[src/rtl/shift_pipe.sv]
// -----------------------------------------------------------------------------
// shift_pipe
// Two-stage pipelined barrel shifter with a valid/ready handshake on both
// sides. Supports logical shift, arithmetic shift and rotate, selected per
// operation, with a signed shift amount (positive = left, negative = right).
//
// Stage 1 registers the operand and applies the low bits of the shift
// magnitude. Stage 2 applies the remaining high bits of the magnitude, then
// registers the result and the flags.
//
// Ports
//   clk        : clock, all state changes on the rising edge
//   reset      : synchronous, active-high reset
//   in_valid   : operand on in_a/in_amt/in_mode is valid
//   in_ready   : block accepts the operand this cycle
//   in_a       : data to shift (WIDTH bits)
//   in_amt     : two's-complement shift amount (AW bits)
//   in_mode    : 00 logical, 01 arithmetic, 10 rotate, 11 reserved
//   out_valid  : result on out_* is valid
//   out_ready  : downstream takes the result this cycle
//   out_data   : shift result
//   out_carry  : last bit shifted out (rotate: bit that wrapped around)
//   out_zero   : out_data == 0
//   out_neg    : out_data[WIDTH-1]
//   out_err    : operation used the reserved mode
// -----------------------------------------------------------------------------
module shift_pipe #(
  parameter int WIDTH = 16,
  parameter int AW    = $clog2(WIDTH) + 1
) (
  input  logic             clk,
  input  logic             reset,
  input  logic             in_valid,
  output logic             in_ready,
  input  logic [WIDTH-1:0] in_a,
  input  logic [AW-1:0]    in_amt,
  input  logic [1:0]       in_mode,
  output logic             out_valid,
  input  logic             out_ready,
  output logic [WIDTH-1:0] out_data,
  output logic             out_carry,
  output logic             out_zero,
  output logic             out_neg,
  output logic             out_err
);

  // Split of the shift magnitude between the two stages.
  localparam int LO = AW / 2;
  localparam int HW = AW - LO;
  // The operand travels inside a double-width vector so that bits shifted
  // out of the result window are kept; the carry and the rotate wrap-around
  // are both recovered from that spill half.
  localparam int DW = 2 * WIDTH;

  localparam logic [1:0] MODE_LSH = 2'b00;
  localparam logic [1:0] MODE_ASH = 2'b01;
  localparam logic [1:0] MODE_ROT = 2'b10;
  localparam logic [1:0] MODE_RSV = 2'b11;

  // Shift the extended vector by k; right shifts bring in the fill bit at
  // the top, left shifts always bring in zeros at the bottom.
  function automatic logic [DW-1:0] shift_ext(
    input logic [DW-1:0] v,
    input logic [AW-1:0] k,
    input logic          left,
    input logic          fill
  );
    logic [DW-1:0] fill_mask;
    if (left) begin
      fill_mask = {DW{1'b0}};
      return v << k;
    end else begin
      fill_mask = fill ? ~({DW{1'b1}} >> k) : {DW{1'b0}};
      return (v >> k) | fill_mask;
    end
  endfunction

  // ---------------------------------------------------------------------------
  // Pipeline state
  // ---------------------------------------------------------------------------
  logic             s1_valid_q, s1_valid_d;
  logic [DW-1:0]    vec_q, vec_d;
  logic [HW-1:0]    hi_q, hi_d;
  logic             left_q, left_d;
  logic             fill_q, fill_d;
  logic             sign_q, sign_d;
  logic             amt_zero_q, amt_zero_d;
  logic [1:0]       mode_q, mode_d;

  logic             s2_valid_q, s2_valid_d;
  logic [WIDTH-1:0] data_q, data_d;
  logic             carry_q, carry_d;
  logic             zero_q, zero_d;
  logic             neg_q, neg_d;
  logic             err_q, err_d;

  // ---------------------------------------------------------------------------
  // Handshake
  // ---------------------------------------------------------------------------
  logic s2_adv_s;
  logic s1_adv_s;
  logic accept_s;

  assign s2_adv_s = !s2_valid_q || out_ready;
  assign s1_adv_s = s1_valid_q && s2_adv_s;
  assign in_ready = !s1_valid_q || s2_adv_s;
  // Operands offered while reset is high are never taken.
  assign accept_s = in_valid && in_ready && !reset;

  // ---------------------------------------------------------------------------
  // Stage 1 datapath
  // ---------------------------------------------------------------------------
  logic             amt_neg_s;
  logic [AW-1:0]    mag_s;
  logic [AW-1:0]    sh_s;
  logic             left_s;
  logic             fill_s;
  logic [DW-1:0]    ext_s;
  logic [AW-1:0]    lo_amt_s;
  logic [DW-1:0]    vec1_s;

  assign amt_neg_s = in_amt[AW-1];
  // |amt| in AW bits: the most negative amount (-WIDTH) maps to WIDTH,
  // which is exactly representable as an unsigned AW-bit value.
  assign mag_s     = amt_neg_s ? ((~in_amt) + {{(AW-1){1'b0}}, 1'b1}) : in_amt;
  // Rotates use the magnitude mod WIDTH; since WIDTH is a power of two and
  // the magnitude never exceeds WIDTH, that is just the top bit dropped.
  assign sh_s      = (in_mode == MODE_ROT) ? {1'b0, mag_s[AW-2:0]} : mag_s;
  assign left_s    = !amt_neg_s;
  assign fill_s    = (in_mode == MODE_ASH) && amt_neg_s && in_a[WIDTH-1];
  // Left shifts spill into the upper half, right shifts into the lower half.
  assign ext_s     = left_s ? {{WIDTH{1'b0}}, in_a} : {in_a, {WIDTH{1'b0}}};
  assign lo_amt_s  = {{HW{1'b0}}, sh_s[LO-1:0]};
  assign vec1_s    = shift_ext(ext_s, lo_amt_s, left_s, fill_s);

  // ---------------------------------------------------------------------------
  // Stage 2 datapath
  // ---------------------------------------------------------------------------
  logic [AW-1:0]    hi_amt_s;
  logic [DW-1:0]    vec2_s;
  logic [WIDTH-1:0] res_s;
  logic             carry_s;
  logic             err_s;

  assign hi_amt_s = {hi_q, {LO{1'b0}}};
  assign vec2_s   = shift_ext(vec_q, hi_amt_s, left_q, fill_q);

  // Final result, carry and error selection from the fully shifted vector.
  always_comb begin
    res_s   = {WIDTH{1'b0}};
    carry_s = 1'b0;
    err_s   = 1'b0;
    if (left_q) begin
      res_s   = vec2_s[WIDTH-1:0];
      carry_s = vec2_s[WIDTH];
    end else begin
      res_s   = vec2_s[DW-1:WIDTH];
      carry_s = vec2_s[WIDTH-1];
    end
    case (mode_q)
      MODE_LSH: begin
        res_s = res_s;
      end
      MODE_ASH: begin
        // Arithmetic left keeps the original sign bit in place.
        if (left_q) begin
          res_s[WIDTH-1] = sign_q;
        end else begin
          res_s = res_s;
        end
      end
      MODE_ROT: begin
        // Fill is zero for rotates, so the spill half ORs in the wrapped bits.
        res_s   = vec2_s[WIDTH-1:0] | vec2_s[DW-1:WIDTH];
        carry_s = left_q ? res_s[0] : res_s[WIDTH-1];
      end
      MODE_RSV: begin
        res_s   = {WIDTH{1'b0}};
        carry_s = 1'b0;
        err_s   = 1'b1;
      end
      default: begin
        res_s   = {WIDTH{1'b0}};
        carry_s = 1'b0;
        err_s   = 1'b1;
      end
    endcase
    if (amt_zero_q) begin
      carry_s = 1'b0;
    end else begin
      carry_s = carry_s;
    end
  end

  // Next-state logic for both pipeline stages.
  always_comb begin
    s1_valid_d = s1_valid_q;
    vec_d      = vec_q;
    hi_d       = hi_q;
    left_d     = left_q;
    fill_d     = fill_q;
    sign_d     = sign_q;
    amt_zero_d = amt_zero_q;
    mode_d     = mode_q;
    s2_valid_d = s2_valid_q;
    data_d     = data_q;
    carry_d    = carry_q;
    zero_d     = zero_q;
    neg_d      = neg_q;
    err_d      = err_q;

    if (accept_s) begin
      s1_valid_d = 1'b1;
      vec_d      = vec1_s;
      hi_d       = sh_s[AW-1:LO];
      left_d     = left_s;
      fill_d     = fill_s;
      sign_d     = in_a[WIDTH-1];
      amt_zero_d = (in_amt == {AW{1'b0}});
      mode_d     = in_mode;
    end else if (s1_adv_s) begin
      s1_valid_d = 1'b0;
    end else begin
      s1_valid_d = s1_valid_q;
    end

    // Stage 2 only changes when it advances; while stalled with a valid
    // result everything it drives stays put.
    if (s2_adv_s) begin
      s2_valid_d = s1_valid_q;
      if (s1_valid_q) begin
        data_d  = res_s;
        carry_d = carry_s;
        zero_d  = (res_s == {WIDTH{1'b0}});
        neg_d   = res_s[WIDTH-1];
        err_d   = err_s;
      end else begin
        data_d  = data_q;
      end
    end else begin
      s2_valid_d = s2_valid_q;
    end
  end

  // Pipeline registers with synchronous reset.
  always_ff @(posedge clk) begin
    if (reset) begin
      s1_valid_q <= 1'b0;
      vec_q      <= {DW{1'b0}};
      hi_q       <= {HW{1'b0}};
      left_q     <= 1'b0;
      fill_q     <= 1'b0;
      sign_q     <= 1'b0;
      amt_zero_q <= 1'b0;
      mode_q     <= 2'b00;
      s2_valid_q <= 1'b0;
      data_q     <= {WIDTH{1'b0}};
      carry_q    <= 1'b0;
      zero_q     <= 1'b0;
      neg_q      <= 1'b0;
      err_q      <= 1'b0;
    end else begin
      s1_valid_q <= s1_valid_d;
      vec_q      <= vec_d;
      hi_q       <= hi_d;
      left_q     <= left_d;
      fill_q     <= fill_d;
      sign_q     <= sign_d;
      amt_zero_q <= amt_zero_d;
      mode_q     <= mode_d;
      s2_valid_q <= s2_valid_d;
      data_q     <= data_d;
      carry_q    <= carry_d;
      zero_q     <= zero_d;
      neg_q      <= neg_d;
      err_q      <= err_d;
    end
  end

  assign out_valid = s2_valid_q;
  assign out_data  = data_q;
  assign out_carry = carry_q;
  assign out_zero  = zero_q;
  assign out_neg   = neg_q;
  assign out_err   = err_q;

endmodule

[config.mk]
export PLATFORM = sky130hd
export DESIGN_NAME = shift_pipe
export DESIGN_NICKNAME = d
export VERILOG_FILES = /design/src/rtl/shift_pipe.sv
export SDC_FILE = /design/constraint.sdc
export NUM_CORES = 1
export LEC_CHECK = 0
export ABC_AREA = 1
export CORE_ASPECT_RATIO = 1.2
export CORE_MARGIN = 2
export CORE_UTILIZATION = 59
export DETAILED_ROUTE_END_ITERATION = 10
export GPL_ROUTABILITY_DRIVEN = 0
export PLACE_DENSITY = 0.8
export SLEW_MARGIN = 15
export SYNTH_ARGS = -nofsm -noshare
export SYNTH_HDL_FRONTEND = slang
export SYNTH_SLANG_ARGS = --single-unit
[constraint.sdc]
create_clock -name clk -period 2.9 [get_ports clk]
set_clock_uncertainty 0.05 [all_clocks]
set_input_delay 0.435 -clock clk [delete_from_list [all_inputs] [get_ports clk]]
set_output_delay 0.435 -clock clk [all_outputs]
set_load 0.05 [all_outputs]
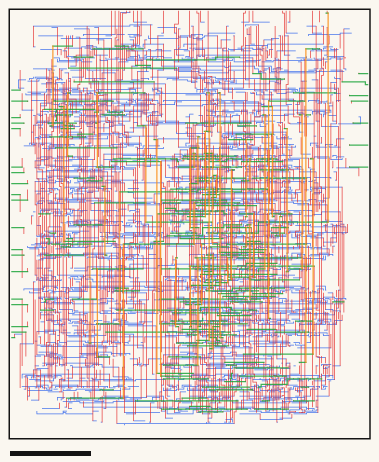
Figure 1: metal layers overlaid.
Bar = 20 um.
green -> M3  # wire length 1620 um
blue -> M1  # wire length 6420 um
orange -> M4  # wire length 1130 um
red -> M2  # wire length 7660 um

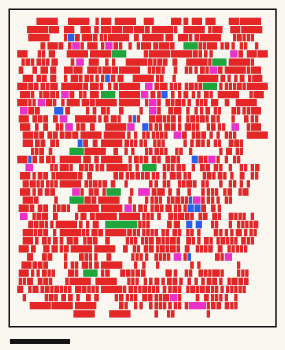
Figure 2: cells by drive strength.
Bar = 20 um.
red -> x1 and smaller  # cells 900, share 94%, most used nand2_1
magenta -> x3 and x4  # cells 28, share 2.9%, most used buf_4
blue -> x2  # cells 15, share 1.6%, most used nor2_2
green -> x6 and larger  # cells 11, share 1.2%, most used clkbuf_8

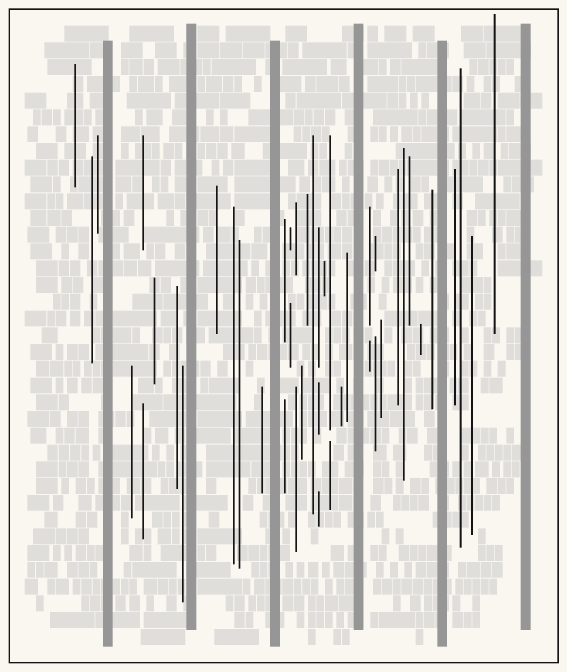
Figure 3: met4 routing.
Supply wires on this layer in grey.
nets with wire on the layer = 41
main direction = vertical
wire length on this layer = 1130 um

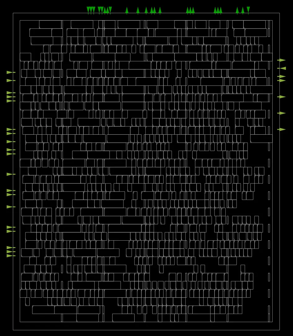
Figure 4: cell outlines without signal wires.
Post-Layout Cell Count: 1071
fin util: 68.5%

==> flow_metrics.env <==
# flow metrics
export IMPL_avgRoutedWirePerCell_um=15.7
export IMPL_die_size_y_um=106
export IMPL_warnings=26
export IMPL_drive_above_1_share_pct=5.66
export IMPL_status="finished, final reports clean"
export IMPL_numClockSinks=62
export IMPL_cts_tree="done"
export IMPL_min_period_over_period_pct=80.9
export IMPL_holdPathStages=2
export IMPL_core_mm2=0.00847
export IMPL_grt_setup_unrepaired="no"
export IMPL_lay_top_count="nand2_1"
export IMPL_powerSeq_mw=0.955
export IMPL_ir_worst_vdd_v=0.000236
export IMPL_synthesis_area_mm2=0.00510
export IMPL_gr_total_overflow=0
export IMPL_area_growth_pct=13.9
export IMPL_design_area_mm2=0.00581
export IMPL_initial_core_util_pct=60.2
export IMPL_synthSimpleGateAreaFrac_pct=46.6
export IMPL_fmax_mhz=426
export IMPL_avgSynthCellArea_um2=5.52
export IMPL_crit_chain="clkdlybuf4s50_1 > inv_1 > nand3_1 > clkdlybuf4s50_1"
export IMPL_crit_type="in -> out"
export IMPL_min_path_type="reg -> reg"
export IMPL_power_clock_mw=0.738
export IMPL_synth_flops=62
export IMPL_slew_headroom_pct=63.9
export IMPL_firstDrtPassIters=6
export IMPL_synthArstFlopShare_pct=0
export IMPL_cp_endpoint="in_ready"
export IMPL_pwr_share_comb_pct=32.2
export IMPL_setup_viol=0
export IMPL_slowest_stage="clkdlybuf4s50_1"
export IMPL_nets=978
export IMPL_postRouteAntennaNets=0
export IMPL_antenna_found_initial=0
export IMPL_sw_frac_of_total_pct=36.9
export IMPL_ys_area_mm2=0.00510
export IMPL_critPathCaptureType="output port"
export IMPL_port_buffers=48
export IMPL_crit_arrival_ps=1860
export IMPL_drt_wl_total_um=16800
export IMPL_critPathMostFrequentCell="clkdlybuf4s50_1"
export IMPL_worstSkewPairLatency_ps=340
export IMPL_cts_max_level=3
[sequential cells by signal (all words and copies together), names as in the netlist]
signal      cells
vec_q          32
out_carry       1
mode_q          2
out_err         1
out_zero        1
left_q          1
s1_valid_q      1
out_data       16
hi_q            3
amt_zero_q      1
fill_q          1
sign_q          1
out_valid       1
[critical path: cells and delay by family]
family / cells / cell delay (ps)
buffers and inverters: 3 / 1320
and+or+nand+nor: 1 / 100
[final cells by class]
cell class,instances,area [um^2]
timing repair buffer,73,668
multi-input combinational,751,3360
sequential,62,1240
inverter,53,199
tap,117,146
clock inverter,4,47.5
fill,843,2670
clock buffer,11,141
[metal layers]
layer  part of all wire, %  up-vias  GRT usage (%)
met4                   6.7        0           22.5
met5                     0        -              0
met1                    38     2842           44.8
met2                    46      414           57.1
met3                   9.6       92           7.05
li1                      -     3116              -
